$ cat src/rtl/cobra_run_ctrl.sv
// Run/step/halt sequencer for the CYBERcobra core: holds the core in reset, then
// gates per-cycle execution on operator commands, breakpoints, self-loops and a cycle budget.
module cobra_run_ctrl #(
    parameter int unsigned RST_CYCLES = 2,
    parameter int unsigned MAX_CYCLES = 0
) (
    input  logic        clk_i,
    input  logic        rst_i,
    input  logic        start_i,
    input  logic        step_i,
    input  logic        halt_i,
    input  logic        bp_en_i,
    input  logic [31:0] bp_addr_i,
    input  logic [31:0] pc_i,
    input  logic [31:0] instr_i,
    output logic        core_rst_o,
    output logic        core_en_o,
    output logic        running_o,
    output logic        halted_o,
    output logic [1:0]  halt_cause_o,
    output logic [31:0] cycle_cnt_o
);

    typedef enum logic [1:0] {
        ST_RST_HOLD = 2'd0,
        ST_HALT     = 2'd1,
        ST_RUN      = 2'd2,
        ST_STEP     = 2'd3
    } state_e;

    localparam logic [1:0]  CAUSE_MANUAL = 2'd0;
    localparam logic [1:0]  CAUSE_BP     = 2'd1;
    localparam logic [1:0]  CAUSE_SELF   = 2'd2;
    localparam logic [1:0]  CAUSE_LIMIT  = 2'd3;
    localparam logic [7:0]  HOLD_LAST    = 8'(RST_CYCLES - 32'd1);
    localparam logic [32:0] MAX_EXT      = 33'(MAX_CYCLES);
    localparam logic        LIMIT_ON     = (MAX_CYCLES != 32'd0);

    state_e      state_q, state_d;
    logic [7:0]  hold_cnt_q, hold_cnt_d;
    logic        skip_q, skip_d;
    logic        core_rst_q, core_rst_d;
    logic        running_q, running_d;
    logic        halted_q, halted_d;
    logic [1:0]  cause_q, cause_d;
    logic [31:0] cycle_cnt_q, cycle_cnt_d;

    logic        hit_bp_s;
    logic        hit_self_s;
    logic        stop_s;
    logic        core_en_s;
    logic [32:0] cnt_inc_s;
    logic        limit_hit_s;
    logic        limit_done_s;

    // Stop conditions, execute enable and cycle-budget comparisons.
    always_comb begin
        hit_bp_s   = bp_en_i & (pc_i == bp_addr_i) & ~skip_q;
        hit_self_s = instr_i[31] & (instr_i[12:5] == 8'd0) & ~skip_q;
        stop_s     = halt_i | hit_bp_s | hit_self_s;
        case (state_q)
            ST_RUN:  core_en_s = ~stop_s;
            ST_STEP: core_en_s = 1'b1;
            default: core_en_s = 1'b0;
        endcase
        cnt_inc_s    = {1'b0, cycle_cnt_q} + 33'd1;
        limit_hit_s  = LIMIT_ON & core_en_s & (cnt_inc_s == MAX_EXT);
        limit_done_s = LIMIT_ON & ({1'b0, cycle_cnt_q} >= MAX_EXT);
    end

    // Next-state, halt cause and registered-output decode.
    always_comb begin
        state_d    = state_q;
        hold_cnt_d = hold_cnt_q;
        skip_d     = skip_q;
        cause_d    = cause_q;
        case (state_q)
            ST_RST_HOLD: begin
                hold_cnt_d = hold_cnt_q + 8'd1;
                if (hold_cnt_q == HOLD_LAST) begin
                    state_d = ST_HALT;
                end else begin
                    state_d = ST_RST_HOLD;
                end
            end
            ST_HALT: begin
                // An exhausted budget locks the sequencer until the next reset.
                if (limit_done_s) begin
                    state_d = ST_HALT;
                end else if (step_i) begin
                    state_d = ST_STEP;
                end else if (start_i) begin
                    state_d = ST_RUN;
                    skip_d  = 1'b1;
                end else begin
                    state_d = ST_HALT;
                end
            end
            ST_RUN: begin
                skip_d = 1'b0;
                if (stop_s) begin
                    state_d = ST_HALT;
                    if (halt_i) begin
                        cause_d = CAUSE_MANUAL;
                    end else if (hit_bp_s) begin
                        cause_d = CAUSE_BP;
                    end else begin
                        cause_d = CAUSE_SELF;
                    end
                end else if (limit_hit_s) begin
                    state_d = ST_HALT;
                    cause_d = CAUSE_LIMIT;
                end else begin
                    state_d = ST_RUN;
                end
            end
            ST_STEP: begin
                state_d = ST_HALT;
                if (limit_hit_s) begin
                    cause_d = CAUSE_LIMIT;
                end else begin
                    cause_d = cause_q;
                end
            end
            default: begin
                state_d = ST_RST_HOLD;
            end
        endcase

        if (core_en_s && (cycle_cnt_q != 32'hFFFF_FFFF)) begin
            cycle_cnt_d = cycle_cnt_q + 32'd1;
        end else begin
            cycle_cnt_d = cycle_cnt_q;
        end

        core_rst_d = (state_d == ST_RST_HOLD);
        running_d  = (state_d == ST_RUN);
        halted_d   = (state_d == ST_HALT);
    end

    // State and output registers; reset drives the core reset high immediately.
    always_ff @(posedge clk_i or posedge rst_i) begin
        if (rst_i) begin
            state_q     <= ST_RST_HOLD;
            hold_cnt_q  <= 8'd0;
            skip_q      <= 1'b0;
            core_rst_q  <= 1'b1;
            running_q   <= 1'b0;
            halted_q    <= 1'b0;
            cause_q     <= 2'd0;
            cycle_cnt_q <= 32'd0;
        end else begin
            state_q     <= state_d;
            hold_cnt_q  <= hold_cnt_d;
            skip_q      <= skip_d;
            core_rst_q  <= core_rst_d;
            running_q   <= running_d;
            halted_q    <= halted_d;
            cause_q     <= cause_d;
            cycle_cnt_q <= cycle_cnt_d;
        end
    end

    assign core_en_o    = core_en_s;
    assign core_rst_o   = core_rst_q;
    assign running_o    = running_q;
    assign halted_o     = halted_q;
    assign halt_cause_o = cause_q;
    assign cycle_cnt_o  = cycle_cnt_q;

endmodule

$ cat config.mk
export PLATFORM = sky130hd
export DESIGN_NAME = cobra_run_ctrl
export DESIGN_NICKNAME = d
export VERILOG_FILES = /design/src/rtl/cobra_run_ctrl.sv
export SDC_FILE = /design/constraint.sdc
export NUM_CORES = 1
export LEC_CHECK = 0
export CAP_MARGIN = 15
export CORE_ASPECT_RATIO = 0.9
export CORE_MARGIN = 2
export CORE_UTILIZATION = 37
export CTS_CLUSTER_DIAMETER = 50
export DETAILED_ROUTE_END_ITERATION = 10
export GPL_TIMING_DRIVEN = 0
export PLACE_DENSITY = 0.86
export SYNTH_ARGS = -nofsm -noshare
export SYNTH_HDL_FRONTEND = slang
export SYNTH_SLANG_ARGS = --single-unit
$ cat constraint.sdc
create_clock -name clk_i -period 1.9 [get_ports clk_i]
set_clock_uncertainty 0.1 [all_clocks]
set_input_delay 0.19 -clock clk_i [delete_from_list [all_inputs] [get_ports clk_i]]
set_output_delay 0.19 -clock clk_i [all_outputs]
set_load 0.03 [all_outputs]
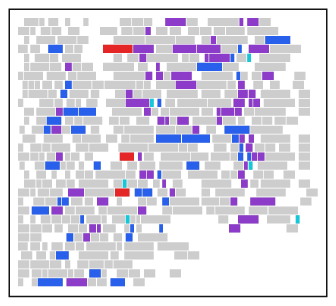
Fig. 1. Gate-type map (run 1).
legend:
  cyan:
    family: inverters
    cells: 6
  blue:
    family: NOR gates
    cells: 40
  red:
    family: adder and majority cells
    cells: 3
  purple:
    family: NAND gates
    cells: 64

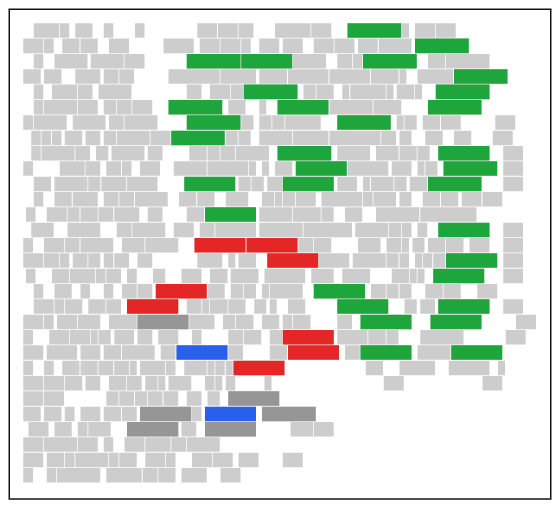
Fig. 2. Sequential cells colored by netlist name (run 1).
legend:
  red:
    signal: hold_cnt_q
    sequential_cells: 8
    where: center
  blue:
    signal: state_q
    sequential_cells: 2
  green:
    signal: cycle_cnt_o
    sequential_cells: 32
not colored: 6

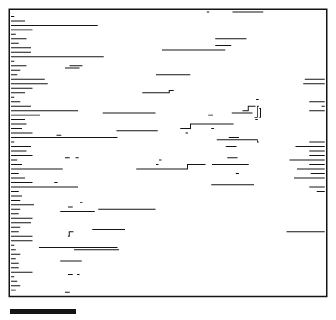
Fig. 3. Met3 routing (run 1).
Bar = 20 um.
nets with wire on the layer: 111
longest straight run: 32.0 um
main direction: horizontal
share of all routed wire: 7.5%

==> run 1: routing by layer <==
metal	vias to the layer above	share of wire	global-route usage	routed length (um)
met4	0	0.031	0.0935	306
met2	153	0.52	0.397	5180
met3	29	0.075	0.0539	739
met1	1453	0.37	0.274	3660
met5	-	0	0	0
li1	1333	-	-	-
==> run 1: timing repair <==
item / CTS / global route
setup endpoints to repair: 33 / 41
cloned: 2 / 1
setup buffers: 40 / 23
gates resized: 126 / 120
pin swaps: 57 / 50
hold buffers: 0 / 0
==> run 1: cell families after synthesis <==
logic type | share of synthesized area
AOI/OAI and AO/OA | 0.0312
xor gates and xnor gates | 0.219
adders and majority gates | 0.0134
buffers and inverters | 0.0339
DFF | 0.429
muxes | 0.00758
and+or+nand+nor | 0.267
==> run 1: through the flow <==
stage	setup WS (ns)	hold slack [ns]	cells	TNS (ns)	util
after global routing	-0.421	0.0682	551	-10.12	0.695
final	-0.383	0.0398	551	-8.43	0.695
after detailed placement	-1.19	0.373	489	-20.50	0.573
after floorplan	-0.147	0.188	276	-1.17	-
after CTS	-0.407	0.0602	538	-9.32	0.661
after global placement	-1.17	0.365	488	-42.52	0.570
==> run 1: Yosys cell counts (2+ instances only) <==
cell type  instances  area, sq um
and3_1            11         68.8
nand4b_1           2         17.5
and2_1             2         12.5
nand4_1           21          131
clkbuf_1           2         7.51
nand2_1           12         45.0
nor4_1            15         93.8
dfrtp_1           47         1180
and4_1             4         35.0
inv_1              6         22.5
nor4b_1            3         26.3
xor2_1            35          307
nand2b_1           3         18.8
buf_6              4         45.0
o21ai_0            5         25.0
a21oi_1            4         20.0
ha_1               3         37.5
nand3_1           21          105
nand3b_2           2         22.5
nor2_1            16         60.1
nor3_1             2         10.0
xnor2_1           35          307
nor4_2             2         25.0
==> run 1: critical path: cells and delay by family <==
family | cells | cell delay (ns)
and+or+nand+nor | 4 | 1.09
buffers and inverters | 3 | 0.50
xor gates and xnor gates | 1 | 0.21
==> run 1: cell type report <==
type / instances / area, sq um
fillers: 524 / 2270
inverters: 6 / 22.5
repair buffers: 173 / 1490
clock inverters: 2 / 15.0
multi-input cells: 214 / 2130
flip-flops and latches: 48 / 1220
well taps: 96 / 120
plain buffers: 6 / 85.1
clock buffers: 6 / 82.6
==> run 1: power groups by stage <==
stage	combinational [mW]	sequential, mW	clock (mW)
after floorplan	0.663	1.58	0
after global placement	1.30	1.43	0
after detailed placement	1.35	1.45	0
after CTS	1.58	1.44	0.649
after global routing	1.96	1.50	0.708
final	1.83	1.46	0.656
==> run 1: sequential cells by signal, indices dropped and copies added, names as in the netlist <==
name and count:
state_q 2, hold_cnt_q 8, running_o 1, halt_cause_o 2, core_rst_o 1, halted_o 1, skip_q 1, cycle_cnt_o 32
==> run 1: how the worst min path moves through the flow <==
stage,slack [ns],cells past startpoint,to
after global placement,0.37,1,hold_cnt_q[7]
after global routing,0.07,2,cycle_cnt_o[24]
final,0.04,2,cycle_cnt_o[24]
after CTS,0.06,2,cycle_cnt_o[24]
after floorplan,0.19,1,halt_cause_o[0]
after detailed placement,0.37,1,hold_cnt_q[7]
==> results_dict.tcl, run 1 <==
# yosys + openroad results
set metrics [dict create \
    status "finished with violations" \
    violations "negative setup slack" \
    drv_cap 0 \
    dr.pass1.iters 4 \
    place_area_sq_um 4260 \
    cts.sinks 48 \
    path_class "input pin to primary output" \
    slowest_delay_ns 0.46 \
    ys_seq_frac 0.429 \
    diodes 0 \
    die_height_um 86.6 \
    rr_endpoint "cycle_cnt_o[1]" \
    cp-endpoint "core_en_o" \
    worst-r2r-cell-count 9 \
    final_nets 559 \
    post-route-min-period_ns 2.28 \
    area_delta_synth_final_pct 84.2 \
    rows 30 \
    syn_avg_cell_area_sq_um 10.2 \
    p_int_mw 2.45 \
    async_reset_ff_frac 1.00 \
    ys_types 42 \
    edf_count 0 \
    hold_path.class "input pin to asynchronous set/reset pin" \
    die_x_um 95.8 \
    route.detailed.drc 0 \
    switching_share 0.380 \
    track_usage 0.230 \
    fmax_mhz 438 \
    min_period_over_period 1.20 \
    clkTransAtPathRegs_ns 0.10 \
    cts_buffers 5 \
    p_total_mw 3.95 \
    ys_area_sq_um 2810 \
    worstReg2RegStart "skip_q" \
    synth-main-ff-cell "dfrtp_1" \
    cp_max_fo 2 \
    ir_drop_v 0.000421 \
    drt-initial-drc-count 113 \
    rsz0062_at_grt "true" \
    fp_util 0.377 \
    root_buffer "clkbuf_8" \
    cts_buffer_depth 2 \
    p_clk_frac 0.166 \
    lay_top_count "clkdlybuf4s50_1" \
    syn_nets 381 \
    finalHoldViolCount 0 \
    slowest_stage "or4_4" \
    synth_area_sq_um 2810 \
    routed_wl_um 9890 \
    viasPerCell 5.39 \
    critPathLaunchType "input pin" \
    drive_gt1_frac 0.457 \
    io_buffers 116 \
    clock_latency_ns 0.31 \
    startpoint "bp_addr_i[21]" \
    setup_slack_ns -0.383 \
    switchingPower_mw 1.50 \
    grt_pass1_vias 3087 \
    pin_count 140 \
    yosys_cells 276 \
    grt_pass1_wl_um 14800 \
    cp.required_ns 1.61 \
    htreeDepth 2 \
    ys.flops 48 \
    crit_chain "clkdlybuf4s15_1, xor2_2, nor4_2, nand3_4, or4_4, buf_8, and2_4, buf_6" \
    final_cell_mix "clkdlybuf4s50_1 (55), buf_4 (50), clkbuf_2 (33)" \
    grt_max_degree 35 \
    place.gp.congestion 0.848 \
    grt_overflow 0 \
    ys_warn_count 0 \
    synthCells 276 \
    stdcell_area_sq_um 5170 \
    cts_tree "built" \
    warning_count 53 \
    worstMarginPinSlew_ns 0.533 \
    vias 2968 \
    reg2reg_slack_ns -0.32 \
    wl_per_cell_um 18.0 \
    p_per_area_nw_per_um2 764 \
    post-dp-hpwl_um 6180 \
    ant_nets 0 \
    setup_viol_count_final 33 \
    p_leak_nw 2.23 \
    core_area_sq_um 7430 \
    antenna_found_initial 0 \
    report.final.slew_viol_count 0 \
    die_area_sq_um 8300 \
    end_kind "primary output" \
    pwr-share-comb 0.463 \
    relSlewSlack 0.644 \
    power.share.sequential 0.371 \
    worstPathArrival_ns 1.99 \
]
--- run 2 (diff from run 1) ---
--- a/config.mk
+++ b/config.mk
@@ -7,7 +7,6 @@
 export LEC_CHECK = 0
 export CAP_MARGIN = 15
 export CORE_ASPECT_RATIO = 0.9
-export CORE_MARGIN = 2
 export CORE_UTILIZATION = 37
 export CTS_CLUSTER_DIAMETER = 50
 export DETAILED_ROUTE_END_ITERATION = 10
==> run 2 against run 1 <==
Compared with the run above:
- the flow still finishes with violations (negative setup slack)
- die size down 4.3%
- sequential power about the same
- synthesized cell count unchanged
- highest routed layer unchanged
==> results_dict.tcl, run 2 <==
# yosys + openroad results
set metrics [dict create \
    final_util 0.686 \
    flop_area_sq_um 1220 \
    min_period_over_period 1.21 \
    io_buffers 116 \
    fmax_mhz 436 \
    area_delta_synth_final_pct 75.7 \
    finalHoldViolCount 0 \
    synth_top_cell_by_area "dfrtp_1" \
    async_reset_ff_frac 1.00 \
    ys_types 42 \
    route.detailed.drc 0 \
    clock_latency_ns 0.31 \
    wl_per_cell_um 17.7 \
    hold_path.class "input pin to asynchronous set/reset pin" \
    synthCells 276 \
    edf_count 0 \
    cts_buffer_depth 2 \
    drv_cap 0 \
    relSlewSlack 0.647 \
    n_fill_cell 505 \
    vias 2817 \
    grt_overflow 0 \
    die_x_um 93.8 \
    rsz0062_at_grt "true" \
    startpoint "bp_addr_i[19]" \
    setup_viol_count_final 33 \
    routed_wl_um 9210 \
    rows 29 \
    slowest_stage "or4_4" \
    ys_seq_frac 0.429 \
    antenna_found_initial 1 \
    cts_tree "built" \
    slowest_delay_ns 0.58 \
    synth-main-ff-cell "dfrtp_1" \
    place.gp.congestion 0.833 \
    cp.required_ns 1.61 \
    setup_slack_ns -0.392 \
    worstReg2RegStart "state_q[0]" \
    yosysMostFrequentCell "dfrtp_1" \
    warning_count 53 \
    ys.flops 48 \
    worstPathArrival_ns 2.00 \
    path_class "input pin to primary output" \
    final_nets 531 \
    topCellsByArea "dfrtp_1 (42%), xnor2_1 (11%), xor2_1 (11%)" \
    ant_nets 0 \
    synth_area_sq_um 2810 \
    crit_chain "clkdlybuf4s50_1, xnor2_2, nand4_1, or4_4, buf_8, and2_4, buf_6" \
    yosys_cells 276 \
    core_area_sq_um 7180 \
    worstMarginPinSlew_ns 0.529 \
    grt_max_degree 35 \
    die_height_um 84.6 \
    critPathLaunchType "input pin" \
    fp_util 0.390 \
    clkTransAtPathRegs_ns 0.10 \
    cp_max_fo 2 \
    root_buffer "clkbuf_8" \
    track_usage 0.230 \
    viasPerCell 5.41 \
    status "finished with violations" \
    dr.pass1.iters 4 \
    crit_family "simple AND/OR/NAND/NOR gates" \
    lay_top_count "clkdlybuf4s50_1" \
    worst-path-buf-inv 3 \
    cts.sinks 48 \
    ys_area_sq_um 2810 \
    drt-initial-drc-count 124 \
    grt_pass1_wl_um 14300 \
    die_area_sq_um 7930 \
    drive_gt1_frac 0.347 \
    p_per_area_nw_per_um2 748 \
    grt_pass1_vias 2988 \
    p_leak_nw 2.05 \
    violations "negative setup slack" \
    hold_slack_ns 0.0509 \
    syn_avg_cell_area_sq_um 10.2 \
    report.final.slew_viol_count 0 \
    cts_buffers 5 \
    htreeDepth 2 \
    post-dp-hpwl_um 6100 \
    pin_count 140 \
    common_cells "dfrtp_1 (47), xnor2_1 (35), xor2_1 (35)" \
    end_kind "primary output" \
    syn_nets 381 \
    ys_warn_count 0 \
    ir_drop_v 0.000410 \
    combGateArea_sq_um 2050 \
    post-route-min-period_ns 2.29 \
    largest_reg_flops 32 \
    final_cell_mix "clkdlybuf4s50_1 (57), dfrtp_1 (32), xnor2_1 (26)" \
    top_area_frac 0.419 \
]
run 2: netlist changes by cell type in the layout (fill, tap and decap cells not counted), sizes merged:
| cell | previous run | this run |
|---|---|---|
| diode | 0 | 1 |
| clkinvlp | 2 | 0 |
| clkinv | 0 | 1 |
| dlymetal6s2s | 3 | 1 |
| clkdlybuf4s50 | 55 | 57 |
| dlygate4sd2 | 11 | 24 |
| clkbuf | 41 | 17 |
| buf | 65 | 44 |
| clkdlybuf4s15 | 10 | 15 |
run 2: metrics by stage:
step                      instances  instance area (sq um)  TNS, ns  total power, mW  setup slack (ns)
after detailed placement        486                   4250   -24.47             2.82             -1.30
after global routing            521                   4930    -9.79             3.85            -0.426
after CTS                       520                   4740    -4.61             3.54            -0.356
final                           521                   4930    -8.01             3.69            -0.392
after floorplan                 276                   2950    -1.17             2.24            -0.147
after global placement          485                   4230   -44.41             2.74             -1.23
run 2: worst reg2reg max path, cell delays in order (launching register included):
cell      delay (ns)
dfrtp_1         0.36
clkbuf_1        0.25
or4_4           0.64
buf_6           0.14
buf_6           0.11
buf_12          0.14
buf_16          0.13
nand4b_1        0.14
xnor2_1         0.14
run 2: cell type report:
cell class | instances | share of cell area
diodes | 1 | 0.000508
plain buffers | 7 | 0.0152
clock buffers | 7 | 0.0155
clock inverters | 1 | 0.00102
inverters | 6 | 0.00457
multi-input cells | 214 | 0.415
flip-flops and latches | 48 | 0.248
well taps | 93 | 0.0236
repair buffers | 144 | 0.277
run 2: what timing repair did:
| action | CTS | global route |
|---|---|---|
| setup buffers | 24 | 7 |
| hold buffers | 0 | 0 |
| gates cloned | 3 | 0 |
| endpoints found under the setup margin | 37 | 41 |
| resized | 140 | 69 |
| pin swaps | 57 | 33 |
run 2: power breakdown:
part	internal, mW	total (mW)	leakage (nW)	switching [mW]
combinational	0.776	1.63	1.39	0.859
sequential	1.23	1.45	0.617	0.222
clock	0.259	0.606	0.0422	0.346
total	2.26	3.69	2.05	1.43
run 2: logic make-up after synthesis:
logic type,count (synthesis),synth area share
AND-OR/OR-AND,15,0.0312
XOR/XNOR,70,0.219
adder cells (fa/ha/maj),3,0.0134
buffers and inverters,14,0.0339
flip-flops,48,0.429
multiplexers,2,0.00758
AND/OR/NAND/NOR,124,0.267
run 2: final timing paths:
check                             endpoint  slack [ns]  depth (start not counted)
setup / recovery                 core_en_o       -0.39                          7
hold / removal             cycle_cnt_o[26]        0.05                          2
setup reg to reg            cycle_cnt_o[9]       -0.32                          8
hold reg to reg              hold_cnt_q[7]        0.39                          1
max in group asynchronous       core_rst_o        1.10                          3
min in group clk_i           hold_cnt_q[7]        0.39                          1
run 2: per-layer routing:
layer | wire length (um) | share of wire | vias up | GRT usage
met1 | 3320 | 0.36 | 1373 | 0.254
met4 | 287 | 0.031 | 0 | 0.0713
met3 | 571 | 0.062 | 22 | 0.0417
li1 | - | - | 1293 | -
met5 | 0 | 0 | - | 0
met2 | 5030 | 0.55 | 129 | 0.439
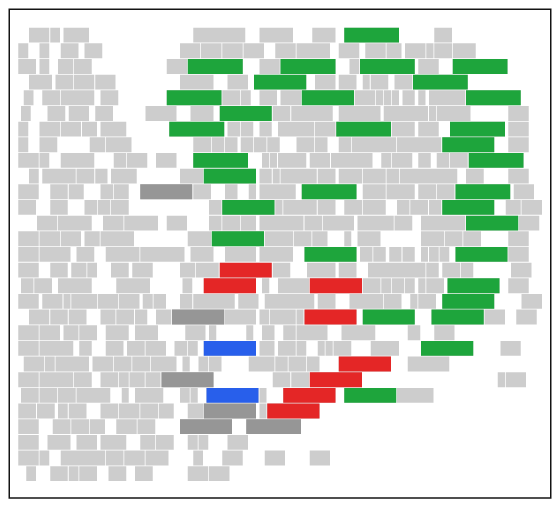
Fig. 4. Sequential cells colored by netlist name (run 2).
legend:
  green:
    signal: cycle_cnt_o
    sequential_cells: 32
  blue:
    signal: state_q
    sequential_cells: 2
  red:
    signal: hold_cnt_q
    sequential_cells: 8
not colored: 6

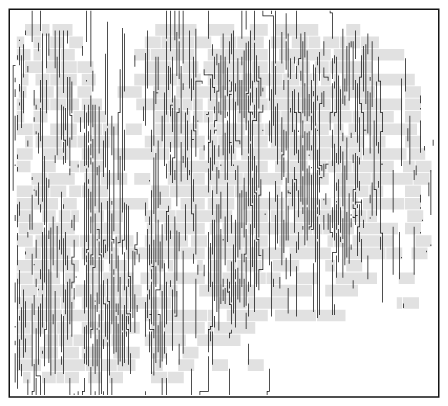
Fig. 5. The metal 2 layer (run 2).
Cells faint in the background.
main direction: vertical
nets with wire on the layer: 462
longest straight run: 40.3 um
share of all routed wire: 55%
wire length on this layer: 5030 um

--- run 3 (diff from run 2) ---
--- a/config.mk
+++ b/config.mk
@@ -7,11 +7,11 @@
 export LEC_CHECK = 0
 export CAP_MARGIN = 15
 export CORE_ASPECT_RATIO = 0.9
-export CORE_UTILIZATION = 37
+export CORE_UTILIZATION = 41
 export CTS_CLUSTER_DIAMETER = 50
 export DETAILED_ROUTE_END_ITERATION = 10
 export GPL_TIMING_DRIVEN = 0
-export PLACE_DENSITY = 0.86
+export PLACE_DENSITY = 0.9
 export SYNTH_ARGS = -nofsm -noshare
 export SYNTH_HDL_FRONTEND = slang
 export SYNTH_SLANG_ARGS = --single-unit
==> constraint.sdc (replaced) <==
create_clock -name clk_i -period 2.3 [get_ports clk_i]
set_clock_uncertainty 0.1 [all_clocks]
set_input_delay 0.23 -clock clk_i [delete_from_list [all_inputs] [get_ports clk_i]]
set_output_delay 0.23 -clock clk_i [all_outputs]
set_load 0.03 [all_outputs]
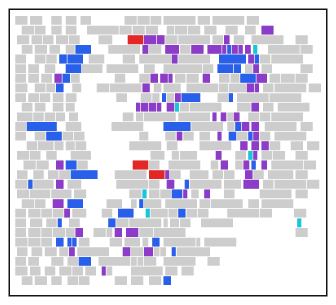
Fig. 6. Gate-type map (run 3).
legend:
  red:
    family: adder and majority cells
    cells: 3
  purple:
    family: NAND gates
    cells: 64
  blue:
    family: NOR gates
    cells: 40
  cyan:
    family: inverters
    cells: 6

==> run 3 against run 2 <==
Compared with the run above:
- global-route usage is 0.40 points lower
- hold slack better by 0.033 ns
- first-iteration DRC count rose by 18%
- combinational power fell by 31%
- the flow still finishes with violations (negative setup slack)
- cell count fell by 3.3%
- register-to-register slack improved by 0.42 ns
- via count is 4.3% lower
- sequential cell count stayed put
- power decreased by 21%
- count of clock-buffer cells in the layout decreased by 1
- non-clock buffer count down 14
- critical path type unchanged
==> results_dict.tcl, run 3 <==
# yosys + openroad results
set metrics [dict create \
    slowest_delay_ns 0.57 \
    root_buffer "clkbuf_8" \
    vias 2695 \
    finalHoldViolCount 0 \
    io_buffers 116 \
    syn_nets 381 \
    post-dp-hpwl_um 5860 \
    ir_drop_v 0.000293 \
    final_util 0.677 \
    status "finished with violations" \
    final_nets 517 \
    dr.pass1.iters 4 \
    switching_share 0.358 \
    fp_util 0.426 \
    pwr-share-comb 0.384 \
    cp_max_fo 3 \
    cts.sinks 48 \
    worstMarginPinSlew_ns 0.506 \
    edf_count 0 \
    p_leak_nw 1.91 \
    routed_wl_um 7800 \
    final_cell_mix "clkdlybuf4s50_1 (68), dfrtp_1 (47), dlygate4sd2_1 (42)" \
    setup_viol_count_final 1 \
    drv_cap 0 \
    ys_seq_frac 0.429 \
    critPathLaunchType "input pin" \
    synthCells 276 \
    synth-main-ff-cell "dfrtp_1" \
    topCellsByArea "dfrtp_1 (42%), xnor2_1 (11%), xor2_1 (11%)" \
    ys_area_sq_um 2810 \
    p_per_area_nw_per_um2 655 \
    die_x_um 89.2 \
    lay_top_count "clkdlybuf4s50_1" \
    violations "negative setup slack" \
    min_period_over_period 1.01 \
    htreeDepth 2 \
    p_clk_frac 0.221 \
    ys.flops 48 \
    drive_gt1_frac 0.165 \
    antenna_found_initial 1 \
    worstPathArrival_ns 2.00 \
    switchingPower_mw 1.04 \
    pin_count 140 \
    rows 28 \
    power.share.sequential 0.396 \
    p_int_mw 1.88 \
    cp.required_ns 1.97 \
    dp_cells 483 \
    crit_chain "dlygate4sd2_1, xor2_1, nor4_2, nand4_1, or4_4, and2_4, buf_6" \
    die_height_um 80.5 \
    yosys_cells 276 \
    ys_types 42 \
    grt_max_degree 36 \
    track_usage 0.226 \
    largest_reg_flops 32 \
    post-route-min-period_ns 2.33 \
    relSlewSlack 0.660 \
    top_area_frac 0.419 \
    report.final.slew_viol_count 0 \
    clkTransAtPathRegs_ns 0.09 \
    ys_warn_count 0 \
    synth_top_cell_by_area "dfrtp_1" \
    yosysMostFrequentCell "dfrtp_1" \
    die_area_sq_um 7180 \
    common_cells "dfrtp_1 (47), xnor2_1 (35), xor2_1 (35)" \
    ant_nets 0 \
    wl_per_cell_um 15.5 \
    fmax_mhz 429 \
    grt_pass1_wl_um 12400 \
    cts_buffers 5 \
    syn_avg_cell_area_sq_um 10.2 \
    core_area_sq_um 6590 \
    warning_count 52 \
    async_reset_ff_frac 1.00 \
    grt_pass1_vias 2648 \
    rsz0062_at_grt "true" \
    clock_latency_ns 0.30 \
    setup_slack_ns -0.0286 \
    grt_overflow 0 \
    end_kind "primary output" \
    path_class "input pin to primary output" \
    place.gp.congestion 0.863 \
    area_delta_synth_final_pct 58.9 \
    slowest_stage "or4_4" \
    synth_area_sq_um 2810 \
    drt-initial-drc-count 146 \
    instances_no_fill 504 \
    cts_buffer_depth 2 \
]
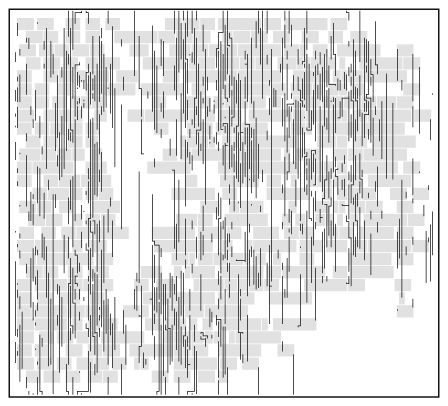
Fig. 7. The metal 2 layer (run 3).
Cells faint in the background.
nets with wire on the layer: 439
longest straight run: 48.3 um

## run 3: cell counts after synthesis
No cell type changed its count.
## run 3: repair_timing
action	in CTS	in global routing
setup endpoints to repair	29	23
hold buffers	0	0
pin swaps	31	11
resized	65	22
buffers inserted	13	1
## run 3: critical path: cells and delay by family
kind / cells / cell delay, ns
and+or+nand+nor: 4 / 1.25
buffers and inverters: 2 / 0.37
xor gates and xnor gates: 1 / 0.15
## run 3: cell type report
| cell class | count | area (sq um) |
|---|---|---|
| Fill cell | 511 | 2130 |
| Multi-Input combinational cell | 214 | 1700 |
| Timing Repair Buffer | 131 | 1240 |
| Sequential cell | 48 | 1200 |
| Tap cell | 90 | 113 |
| Clock buffer | 6 | 82.6 |
| Buffer | 6 | 50.0 |
| Clock inverter | 2 | 38.8 |
| Inverter | 6 | 22.5 |
| Antenna cell | 1 | 2.50 |
## run 3: routing by layer
metal | part of all wire | vias to the layer above | global-route usage
met3 | 0.066 | 18 | 0.0432
met5 | 0 | - | 0
met2 | 0.51 | 123 | 0.395
met1 | 0.39 | 1290 | 0.271
met4 | 0.026 | 0 | 0.0873
li1 | - | 1264 | -
## run 3: power by group through the flow
stage	combinational (mW)	sequential [mW]	clock, mW
CTS	1.08	1.15	0.656
detailed placement	1.06	1.17	0
floorplan	0.490	1.28	0
global route	1.22	1.18	0.686
global placement	1.01	1.15	0
finish	1.12	1.16	0.645
## run 3: cells by family after synthesis
group	Yosys count	share of synthesized area
simple gates	124	0.267
mux	2	0.00758
buf+inv	14	0.0339
compound gates	15	0.0312
xor+xnor	70	0.219
flops	48	0.429
fa+ha+maj	3	0.0134
## run 3: stage by stage
stage / power, mW / hold slack [ns] / TNS, ns / cell area (sq um) / worst slack [ns]
5_1_grt: 3.09 / 0.119 / -0.0868 / 4460 / -0.0868
3_3_place_gp: 2.17 / 0.367 / -14.28 / 4090 / -1.01
3_5_place_dp: 2.23 / 0.396 / -13.29 / 4110 / -1.04
4_1_cts: 2.89 / 0.0922 / -0.122 / 4350 / -0.122
6_report: 2.92 / 0.0840 / -0.0286 / 4460 / -0.0286
2_1_floorplan: 1.77 / 0.228 / 0 / 2810 / 0.0316
## run 3: final timing paths
| kind | from | end | slack [ns] | depth (start not counted) |
|---|---|---|---|---|
| max | bp_addr_i[1] | core_en_o | -0.03 | 7 |
| min | rst_i | cycle_cnt_o[23] | 0.08 | 2 |
| max reg2reg | cycle_cnt_o[0] | cycle_cnt_o[22] | 0.10 | 7 |
| min reg2reg | hold_cnt_q[7] | hold_cnt_q[7] | 0.41 | 1 |
| max in group asynchronous | rst_i | core_rst_o | 1.47 | 3 |
| min in group clk_i | hold_cnt_q[7] | hold_cnt_q[7] | 0.41 | 1 |
Power and IR drop assume default switching activity.
